Run 1, signal wires on met2:
Scale: 3 px per um.
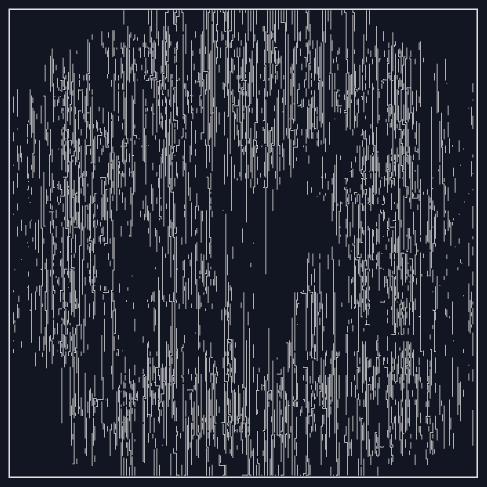
Run 1, cell placement:
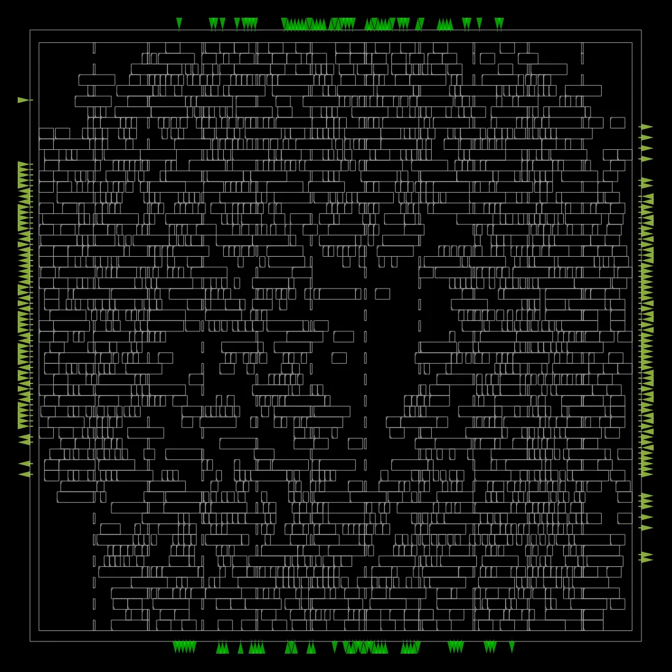
Run 1, signal wires by layer:
Scale: 2 px per um. Only two layers are drawn.
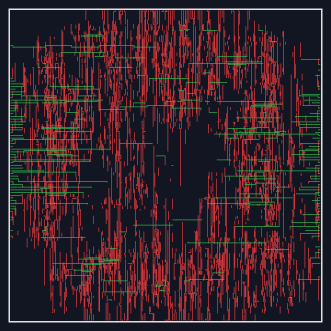
==> src/rtl/pipe_stage_skid.sv <==
// Purpose: parametrised pipeline stage register with a two-entry skid buffer, stall/flush and a bubble counter.
// Latency: one cycle from accept to out_valid/out_data; one payload per cycle sustained.
// Backpressure: in_ready is registered and drops only once the skid entry holds a payload.
module pipe_stage_skid #(
  parameter int unsigned      WIDTH       = 96,
  parameter logic [WIDTH-1:0] CLEAR_VALUE = '0,
  parameter bit               FLUSH_PRIO  = 1'b1,
  parameter int unsigned      CNT_W       = 16
) (
  input  logic             clk,
  input  logic             reset,
  input  logic             in_valid,
  input  logic [WIDTH-1:0] in_data,
  output logic             in_ready,
  output logic             out_valid,
  output logic [WIDTH-1:0] out_data,
  input  logic             out_ready,
  input  logic             stall,
  input  logic             flush,
  output logic [CNT_W-1:0] bubble_cnt
);

  // EMPTY: nothing held; ONE: main holds the head payload; TWO: skid holds the next one.
  typedef enum logic [1:0] {
    ST_EMPTY = 2'd0,
    ST_ONE   = 2'd1,
    ST_TWO   = 2'd2
  } state_t;

  state_t           state;
  logic [WIDTH-1:0] main_dat;
  logic [WIDTH-1:0] skid_dat;

  logic in_fire;
  logic out_fire;
  logic eflush;

  // stall only gates the downstream transfer; upstream may still fill the skid entry.
  assign in_fire  = in_valid & in_ready;
  assign out_fire = out_valid & out_ready & ~stall;
  // With FLUSH_PRIO = 0 a flush arriving under stall is ignored outright, not deferred.
  assign eflush   = flush & (FLUSH_PRIO ? 1'b1 : ~stall);

  // main always presents CLEAR_VALUE when empty, so it drives the output directly.
  assign out_data = main_dat;

  // Stage FSM: state, payload storage and the registered valid/ready outputs move together.
  always_ff @(posedge clk or posedge reset) begin
    if (reset) begin
      state     <= ST_EMPTY;
      main_dat  <= CLEAR_VALUE;
      skid_dat  <= CLEAR_VALUE;
      out_valid <= 1'b0;
      in_ready  <= 1'b1;
    end else if (eflush) begin
      // Drop everything, including a payload offered this cycle; a concurrent
      // out_fire has already been taken by downstream.
      state     <= ST_EMPTY;
      main_dat  <= CLEAR_VALUE;
      skid_dat  <= CLEAR_VALUE;
      out_valid <= 1'b0;
      in_ready  <= 1'b1;
    end else begin
      case (state)
        ST_EMPTY: begin
          if (in_fire) begin
            state     <= ST_ONE;
            main_dat  <= in_data;
            out_valid <= 1'b1;
          end
        end
        ST_ONE: begin
          if (in_fire && out_fire) begin
            // Pass-through: head leaves as the new payload lands, no bubble.
            main_dat <= in_data;
          end else if (out_fire) begin
            state     <= ST_EMPTY;
            main_dat  <= CLEAR_VALUE;
            out_valid <= 1'b0;
          end else if (in_fire) begin
            state    <= ST_TWO;
            skid_dat <= in_data;
            in_ready <= 1'b0;
          end
        end
        ST_TWO: begin
          // in_ready is low here, so only the drain side can move.
          if (out_fire) begin
            state    <= ST_ONE;
            main_dat <= skid_dat;
            skid_dat <= CLEAR_VALUE;
            in_ready <= 1'b1;
          end
        end
        default: begin
          state     <= ST_EMPTY;
          main_dat  <= CLEAR_VALUE;
          skid_dat  <= CLEAR_VALUE;
          out_valid <= 1'b0;
          in_ready  <= 1'b1;
        end
      endcase
    end
  end

  // Saturating count of cycles with no valid output; only reset clears it.
  always_ff @(posedge clk or posedge reset) begin
    if (reset) begin
      bubble_cnt <= '0;
    end else if (!out_valid && (bubble_cnt != {CNT_W{1'b1}})) begin
      bubble_cnt <= bubble_cnt + CNT_W'(1);
    end
  end

endmodule

==> config.mk <==
export PLATFORM = sky130hd
export DESIGN_NAME = pipe_stage_skid
export DESIGN_NICKNAME = d
export VERILOG_FILES = /design/src/rtl/pipe_stage_skid.sv
export SDC_FILE = /design/constraint.sdc
export NUM_CORES = 1
export LEC_CHECK = 0
export ABC_AREA = 1
export CAP_MARGIN = 20
export CORE_MARGIN = 2
export CORE_UTILIZATION = 45
export CTS_BUF_LIST = sky130_fd_sc_hd__clkbuf_4 sky130_fd_sc_hd__clkbuf_8
export DETAILED_ROUTE_END_ITERATION = 8
export PLACE_DENSITY = 0.79
export SLEW_MARGIN = 15
export SYNTH_ARGS = -nofsm -noshare
export SYNTH_HDL_FRONTEND = slang
export SYNTH_SLANG_ARGS = --single-unit
==> constraint.sdc <==
create_clock -name clk -period 6 [get_ports clk]
set_clock_uncertainty 0.05 [all_clocks]
set_input_delay 0.6 -clock clk [delete_from_list [all_inputs] [get_ports clk]]
set_output_delay 0.6 -clock clk [all_outputs]
set_load 0.03 [all_outputs]
==> results_dict.tcl, run 1 <==
# implementation run metrics
set metrics [dict create \
    cts_htree_levels 2 \
    hold_path_depth 2 \
    synth_cell_types 25 \
    drc 0 \
    core-area_um2 22600 \
    lay_top_cells "nand2_1 (856), clkdlybuf4s50_1 (215), dfrtp_1 (211)" \
    synth.area.top_cells "dfrtp_1 (51%), nand2_1 (31%), nand3_1 (9.6%)" \
    ios 216 \
    rsz0062_at_grt "false" \
    fp.dieW_um 156 \
    num_vias 9953 \
    min_period_ns 2.92 \
    fin_setup_tns_ns 0 \
    clockRootBuffer "clkbuf_8" \
    synthCells 1432 \
    clock_latency_ns 0.52 \
    hold_buffers 0 \
    hold_end "skid_dat[87]" \
    p_total_mw 6.13 \
    syn_to_final_growth_pct 29.9 \
    synth_seq_share 0.514 \
    cts_buffer_depth 3 \
    rr_worst_depth 7 \
    setup_viol 0 \
    outcome "complete, no violations" \
    fp_util 0.458 \
    maxCapViolations 0 \
    fmax_ghz 0.342 \
    relSlewSlack 0.250 \
    hold_class "register to register" \
    syn-cell-area_um2 10300 \
    async_flop_share 1.00 \
    drt_wl_total_um 28900 \
    slew_viol_final 0 \
    wl_per_cell_um 15.0 \
    drt_iter0_drc 654 \
    yosysWarnings 0 \
    cts_setup_buffers 0 \
    synth_flops 212 \
    synth_area_per_cell_um2 7.22 \
    cp.required_ns 6.40 \
    ys_area_um2 10300 \
    cp-start-kind "input pin" \
    min_from "skid_dat[87]" \
    antenna_found_initial 1 \
    syn_nets 1535 \
    worstMarginPinSlew_ns 1.12 \
    layout_top_cell "nand2_1" \
    dp_hpwl_um 17000 \
    utilization 0.595 \
    busiest_layer "met2" \
    drive_above_1_share 0.0584 \
    grt_max_degree 98 \
    dp_cells 1860 \
    largest_area_cell "dfrtp_1" \
    grt.met3_usage 0.0558 \
    post_cts_resized 0 \
    grt_pass1_vias 9442 \
    grt_overflow 0 \
    setup.worst_path.class "input pin to register" \
    grt_use_met1 0.330 \
    grt_util_met2 0.379 \
    worstPathArrival_ns 3.32 \
    design_area_um2 13400 \
    dieHeight_um 156 \
    reg2reg_to "out_data[84]" \
    synth.most_common_cell "nand2_1" \
    clk_pin_slew_worst_paths_ns 0.06 \
    endpoint_kind "register" \
    fin_ws_ns 3.08 \
    gp_congestion 0.860 \
    grt_use_total 0.239 \
    avgViaCountPerCell 5.16 \
    grt_pass1_wl_um 47500 \
    row_count 55 \
    powerDensity_nw_per_um2 456 \
    cts_buffers 38 \
    dieArea_um2 24200 \
    detail-route-antenna-nets 0 \
    holdWs_ns 0.420 \
]
-- 'signal wires on met2' (at the start) --
main direction: vertical
share of all routed wire: 45%
nets with wire on the layer: 1284
wire length on this layer: 13000 um

-- 'cell placement' (at the start) --
Cell Count, Final, Fillers Out: 1930
sequential cell area share: 0.395
flop count: 212

-- 'signal wires by layer' (at the start) --
[met3] green | wire length: 2350 um
[met2] red | wire length: 13000 um

[run 1: worst max-delay path by stage]
stage	cells past startpoint	slack, ns	end	startpoint
2_1_floorplan	1	2.59	bubble_cnt[0]	reset
3_3_place_gp	8	2.70	out_data[91]	out_ready
3_5_place_dp	8	2.61	out_data[1]	out_ready
4_1_cts	7	3.14	out_data[84]	in_ready
5_1_grt	7	2.91	out_data[84]	in_ready
6_report	8	3.08	out_data[84]	out_ready
[run 1: final cells by class]
| cell class | instances | area [um2] |
|---|---|---|
| Timing Repair Buffer | 226 | 2250 |
| Tap cell | 285 | 357 |
| Inverter | 20 | 82.6 |
| Sequential cell | 212 | 5310 |
| Fill cell | 2037 | 9150 |
| Clock inverter | 7 | 68.8 |
| Multi-Input combinational cell | 1118 | 4580 |
| Clock buffer | 62 | 772 |
[run 1: worst max-delay path: stages]
cell	delay (ns)
clkdlybuf4s50_1	0.50
nand3_2	0.15
nor2_4	0.86
buf_4	0.66
nand3_1	0.15
nand3_1	0.13
nand2_1	0.08
nand2_1	0.10
[run 1: kinds of logic (layout without fill, tap and decap cells)]
| family | count (synthesis) | in the layout | synth area share |
|---|---|---|---|
| AND-OR/OR-AND | 14 | 14 | 0.00739 |
| flip-flops | 212 | 212 | 0.514 |
| AND/OR/NAND/NOR | 1096 | 1096 | 0.426 |
| adder cells (fa/ha/maj) | 1 | 1 | 0.00121 |
| XOR/XNOR | 7 | 7 | 0.00593 |
| buffers and inverters | 102 | 315 | 0.0458 |
[run 1: layer usage]
layer  routed length (um)  part of all wire
met1                13000              0.45
met2                13000              0.45
met3                 2350             0.081
met4                  571             0.020
met5                    0                 0
[run 1: power by group]
group	internal [mW]	switching, mW
clock	0.860	0.605
sequential	1.80	0.239
combinational	0.873	1.74
total	3.54	2.59
Run 1, port wiring:
Scale: 2 px per um.
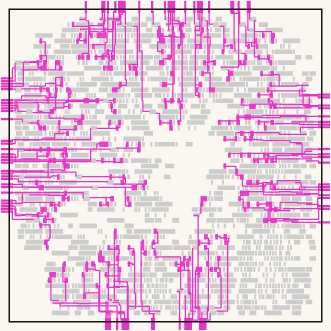

==> run 2: changes to the inputs <==
==> constraint.sdc (replaced) <==
create_clock -name clk -period 2.5 [get_ports clk]
set_clock_uncertainty 0.05 [all_clocks]
set_input_delay 0.25 -clock clk [delete_from_list [all_inputs] [get_ports clk]]
set_output_delay 0.25 -clock clk [all_outputs]
set_load 0.03 [all_outputs]
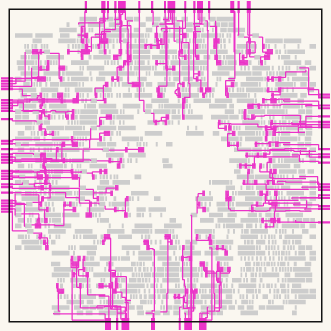
Run 2: port wiring
Scale: 2 px per um.
[in_data] magenta | direction: input | edge: 30 west, 27 north, 20 east, 19 south | end cells: 288 | buffers: 96 | wire: 4120 um

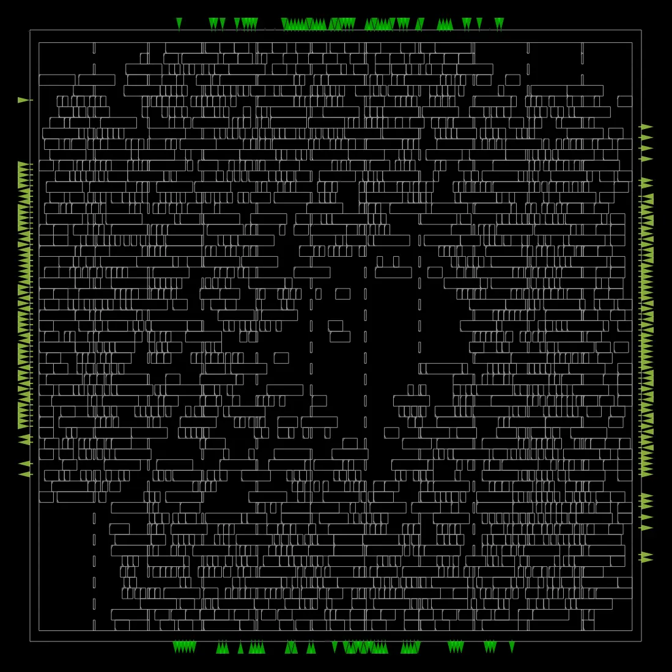
Run 2: cell placement
n_taps: 285
std cell rows: 55
sequential cell area share: 0.394

==> results_dict.tcl, run 2 <==
# implementation run metrics
set metrics [dict create \
    rsz0062_at_grt "false" \
    endpoint_kind "register" \
    synthCells 1432 \
    min_period_ns 2.21 \
    maxCapViolations 0 \
    wl_met3_um 2300 \
    outcome "complete, no violations" \
    fin_cells 1925 \
    ys_area_um2 10300 \
    synth.area.top_cells "dfrtp_1 (51%), nand2_1 (31%), nand3_1 (9.6%)" \
    busiest_layer "met2" \
    drt-met1-wl_um 12500 \
    swShare 0.424 \
    wl_met2_um 13200 \
    async_flop_share 1.00 \
    holdWs_ns 0.0990 \
    routed.top_layer "met4" \
    antenna_found_initial 0 \
    layout_top_cell "nand2_1" \
    slew_viol_final 0 \
    seqPwrFrac 0.341 \
    grt.met3_usage 0.0553 \
    drt_wl_total_um 28500 \
    power_frac_comb 0.440 \
    cp.required_ns 2.88 \
    utilization 0.597 \
    num_vias 9809 \
    dieArea_um2 24200 \
    ios 216 \
    worstMarginPinSlew_ns 1.11 \
    clockPowerShare 0.220 \
    fillers 2017 \
    gp_congestion 0.855 \
    drt_iter0_drc 705 \
    syn-cell-area_um2 10300 \
    p_total_mw 14.4 \
    setup_viol 0 \
    grt_pass1_wl_um 47700 \
    drc 0 \
    powerDensity_nw_per_um2 1070 \
    lay_top_cells "nand2_1 (856), clkdlybuf4s50_1 (215), dfrtp_1 (211)" \
    synth_flops 212 \
    grt_overflow 0 \
    setup.worst_path.class "register to register" \
    cts_htree_levels 2 \
    synth_area_per_cell_um2 7.22 \
    cts_setup_buffers 0 \
    hold_buffers 0 \
    clk_pin_slew_worst_paths_ns 0.06 \
    synth.most_common_cell "nand2_1" \
    clock_latency_ns 0.50 \
    synth_cell_types 25 \
    fmax_ghz 0.452 \
    worstPathArrival_ns 2.59 \
    synth_seq_share 0.514 \
    switchingPower_mw 6.12 \
    fin_setup_tns_ns 0 \
    cp-start-kind "register" \
    wl_per_cell_um 14.8 \
    grt_use_total 0.240 \
    grt_util_met2 0.390 \
    fin_ws_ns 0.289 \
    detail-route-antenna-nets 0 \
    grt_pass1_vias 9624 \
    dieHeight_um 156 \
]
[run 2: cell type report]
cell class	instances	area, um2	area share
clock buffers	59	718	0.0533
clock inverters	2	12.5	0.000929
inverters	20	82.6	0.00613
multi-input cells	1118	4580	0.340
flip-flops and latches	212	5310	0.394
well taps	285	357	0.0265
repair buffers	229	2410	0.179
[run 2: kinds of logic (layout without fill, tap and decap cells)]
| kind of cell | Yosys count | after routing | share of synthesized area |
|---|---|---|---|
| xor gates and xnor gates | 7 | 7 | 0.00593 |
| buffers and inverters | 102 | 310 | 0.0458 |
| and+or+nand+nor | 1096 | 1096 | 0.426 |
| adders and majority gates | 1 | 1 | 0.00121 |
| AOI/OAI and AO/OA | 14 | 14 | 0.00739 |
| DFF | 212 | 212 | 0.514 |
[run 2: path summary, 6_finish.rpt]
| check | depth (start not counted) | slack [ns] | from | to |
|---|---|---|---|---|
| min reg2reg | 2 | 0.42 | skid_dat[22] | skid_dat[22] |
| min | 2 | 0.1 | reset | bubble_cnt[11] |
| max | 8 | 0.29 | bubble_cnt[0] | bubble_cnt[9] |
| max in group asynchronous | 3 | 1.53 | reset | skid_dat[46] |
| min in group clk | 3 | 0.30 | in_data[31] | skid_dat[31] |
| max reg2reg | 8 | 0.29 | bubble_cnt[0] | bubble_cnt[9] |
[run 2: power groups by stage]
stage	clock network [mW]	registers, mW	logic (mW)
floorplan	0	6.12	2.71
global placement	0	4.93	6.29
detailed placement	0	4.95	6.38
CTS	3.25	4.91	6.40
global route	3.42	5.03	6.90
finish	3.17	4.91	6.34
[run 2: critical path: stages (launching register included)]
cell and delay [ns]:
dfrtp_1 0.42, ha_1 0.25, inv_1 0.07, nor2_2 0.06, nand2_1 0.13, nor2_1 0.06
nor2_1 0.73, o21ai_0 0.23, nand2_1 0.12
Run 2, signal wires on met2:
Scale: 3 px per um.
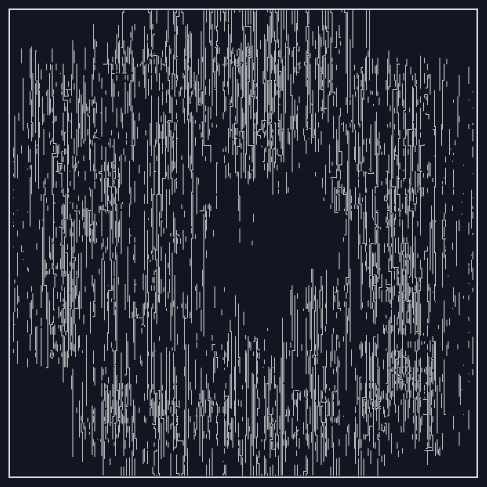

==> run 3: changes to the inputs <==
--- a/config.mk
+++ b/config.mk
@@ -11,8 +11,9 @@
 export CORE_UTILIZATION = 45
 export CTS_BUF_LIST = sky130_fd_sc_hd__clkbuf_4 sky130_fd_sc_hd__clkbuf_8
 export DETAILED_ROUTE_END_ITERATION = 8
-export PLACE_DENSITY = 0.79
-export SLEW_MARGIN = 15
+export PLACE_DENSITY = 0.76
+export SKIP_LAST_GASP = 1
+export SLEW_MARGIN = 25
 export SYNTH_ARGS = -nofsm -noshare
 export SYNTH_HDL_FRONTEND = slang
 export SYNTH_SLANG_ARGS = --single-unit
==> constraint.sdc (replaced) <==
create_clock -name clk -period 2.1 [get_ports clk]
set_clock_uncertainty 0.05 [all_clocks]
set_input_delay 0.21 -clock clk [delete_from_list [all_inputs] [get_ports clk]]
set_output_delay 0.21 -clock clk [all_outputs]
set_load 0.03 [all_outputs]
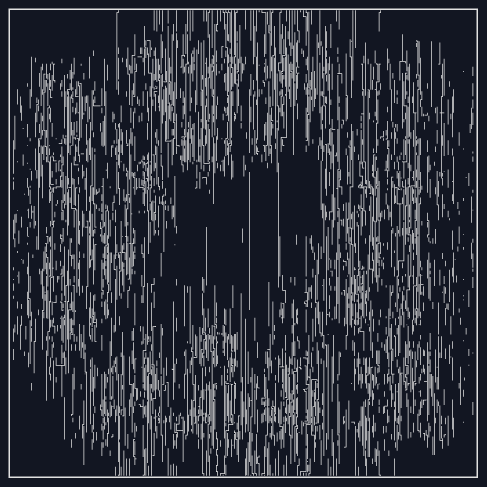
Run 3: signal wires on met2
Scale: 3 px per um.
main direction: vertical
nets with wire on the layer: 1314
share of all routed wire: 47%
wire length on this layer: 13400 um

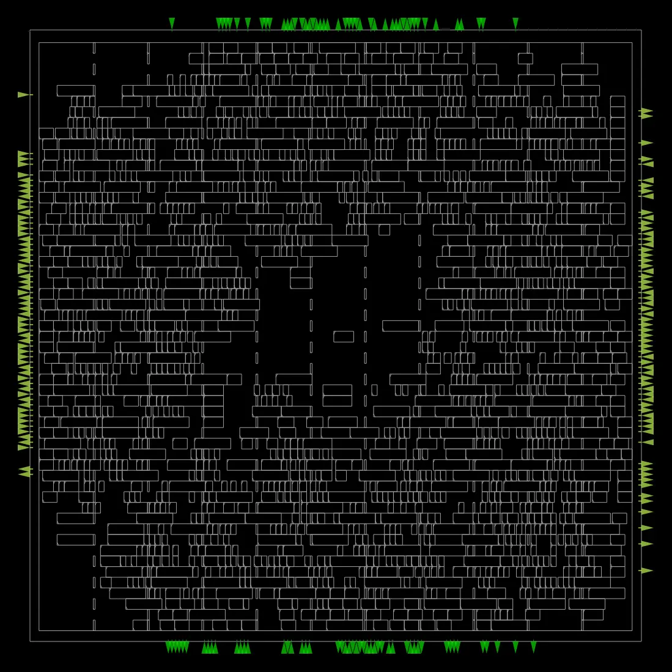
Run 3: cell placement
Layout fillers: 1993
Core Area: 22600 um2
sequential cell area share: 0.388
Core Util, Final: 0.605

==> results_dict.tcl, run 3 <==
# implementation run metrics
set metrics [dict create \
    outcome "complete, no violations" \
    setup_viol 0 \
    synth.area.top_cells "dfrtp_1 (51%), nand2_1 (31%), nand3_1 (9.6%)" \
    dp_cells 1876 \
    fp_util 0.458 \
    dieHeight_um 156 \
    grt_overflow 0 \
    slew_viol_final 0 \
    dieArea_um2 24200 \
    rr_startpoint "bubble_cnt[0]" \
    grt_use_total 0.240 \
    worstMarginPinSlew_ns 0.593 \
    synth_area_per_cell_um2 7.22 \
    p_total_mw 17.6 \
    synthCells 1432 \
    dp_hpwl_um 17500 \
    syn_nets 1535 \
    seqPwrFrac 0.334 \
    relSlewSlack 0.604 \
    switchingPower_mw 7.38 \
    cp.required_ns 1.84 \
    swShare 0.419 \
    largest_area_cell "dfrtp_1" \
    critPathLaunch "out_valid" \
    ios 216 \
    min_period_ns 2.02 \
    reg2reg_to "bubble_cnt[9]" \
    layout_top_cell "nand2_1" \
    clock_latency_ns 0.52 \
    yosysWarnings 0 \
    clockPowerShare 0.230 \
    avgViaCountPerCell 5.18 \
    drt_iter0_drc 745 \
    maxCapViolations 0 \
    endpoint_kind "primary output" \
    wl_per_cell_um 14.8 \
    synth_flops 212 \
    powerDensity_nw_per_um2 1290 \
    drt_wl_total_um 28800 \
    lay_top_cells "nand2_1 (856), clkdlybuf4s50_1 (215), dfrtp_1 (211)" \
    cts_buffers 38 \
    syn_to_final_growth_pct 32.3 \
    p_int_mw 10.2 \
    cts_buffer_depth 3 \
    hold_end "skid_dat[22]" \
    synth.most_common_cell "nand2_1" \
    rrSetupSlack_ns 0.20 \
    rr_worst_depth 8 \
    drive_above_1_share 0.0657 \
    hold_path_depth 3 \
    setup.worst_path.class "register to primary output" \
    cp.buffers_inverters 1 \
    slowest_delay_ns 0.73 \
    cts_htree_levels 2 \
    power_frac_comb 0.436 \
    crit_chain "clkdlybuf4s50_1" \
    design_area_um2 13700 \
]
==> run 3: cell families after synthesis <==
| group | count (synthesis) | share of synthesized area |
|---|---|---|
| adder cells (fa/ha/maj) | 1 | 0.00121 |
| AND-OR/OR-AND | 14 | 0.00739 |
| buffers and inverters | 102 | 0.0458 |
| flip-flops | 212 | 0.514 |
| XOR/XNOR | 7 | 0.00593 |
| AND/OR/NAND/NOR | 1096 | 0.426 |
==> run 3: cell type report <==
type | count | area, um2 | area share
Inverter | 20 | 78.8 | 0.00577
Clock buffer | 65 | 801 | 0.0586
Tap cell | 285 | 357 | 0.0261
Clock inverter | 1 | 5.00 | 0.000366
Multi-Input combinational cell | 1118 | 4590 | 0.336
Timing Repair Buffer | 242 | 2530 | 0.185
Sequential cell | 212 | 5310 | 0.388
==> run 3: worst max-delay path by stage <==
stage                          endpoint  slack (ns)  cells past startpoint
after detailed placement  bubble_cnt[9]       -0.06                      8
after floorplan           bubble_cnt[0]       -0.92                      1
after global placement    bubble_cnt[9]      -0.006                      8
after global routing          out_valid       0.006                      1
final                         out_valid        0.08                      1
after CTS                     out_valid        0.05                      1
==> run 3: layer usage <==
metal  GRT usage  part of all wire  vias to the layer above
met1       0.328              0.44                     4754
met3      0.0469             0.078                       48
met4      0.0826             0.020                        0
met5           0                 0                        -
met2       0.386              0.47                      391
li1            -                 -                     4875
==> run 3: repair_timing <==
item                                   in CTS  in global routing
hold buffers                                1                  0
endpoints found under the hold margin       6                  0
gates resized                               1                  0
setup endpoints to repair                   2                  0
==> run 3: power by group through the flow <==
stage	sequential, mW	combinational (mW)	clock (mW)
floorplan	7.29	3.23	0
detailed placement	5.92	7.73	0
finish	5.88	7.69	4.06
CTS	5.88	7.76	4.14
global route	6.00	8.35	4.35
global placement	5.90	7.64	0
Power figures rest on the tool's default switching activity, not on a simulated workload.
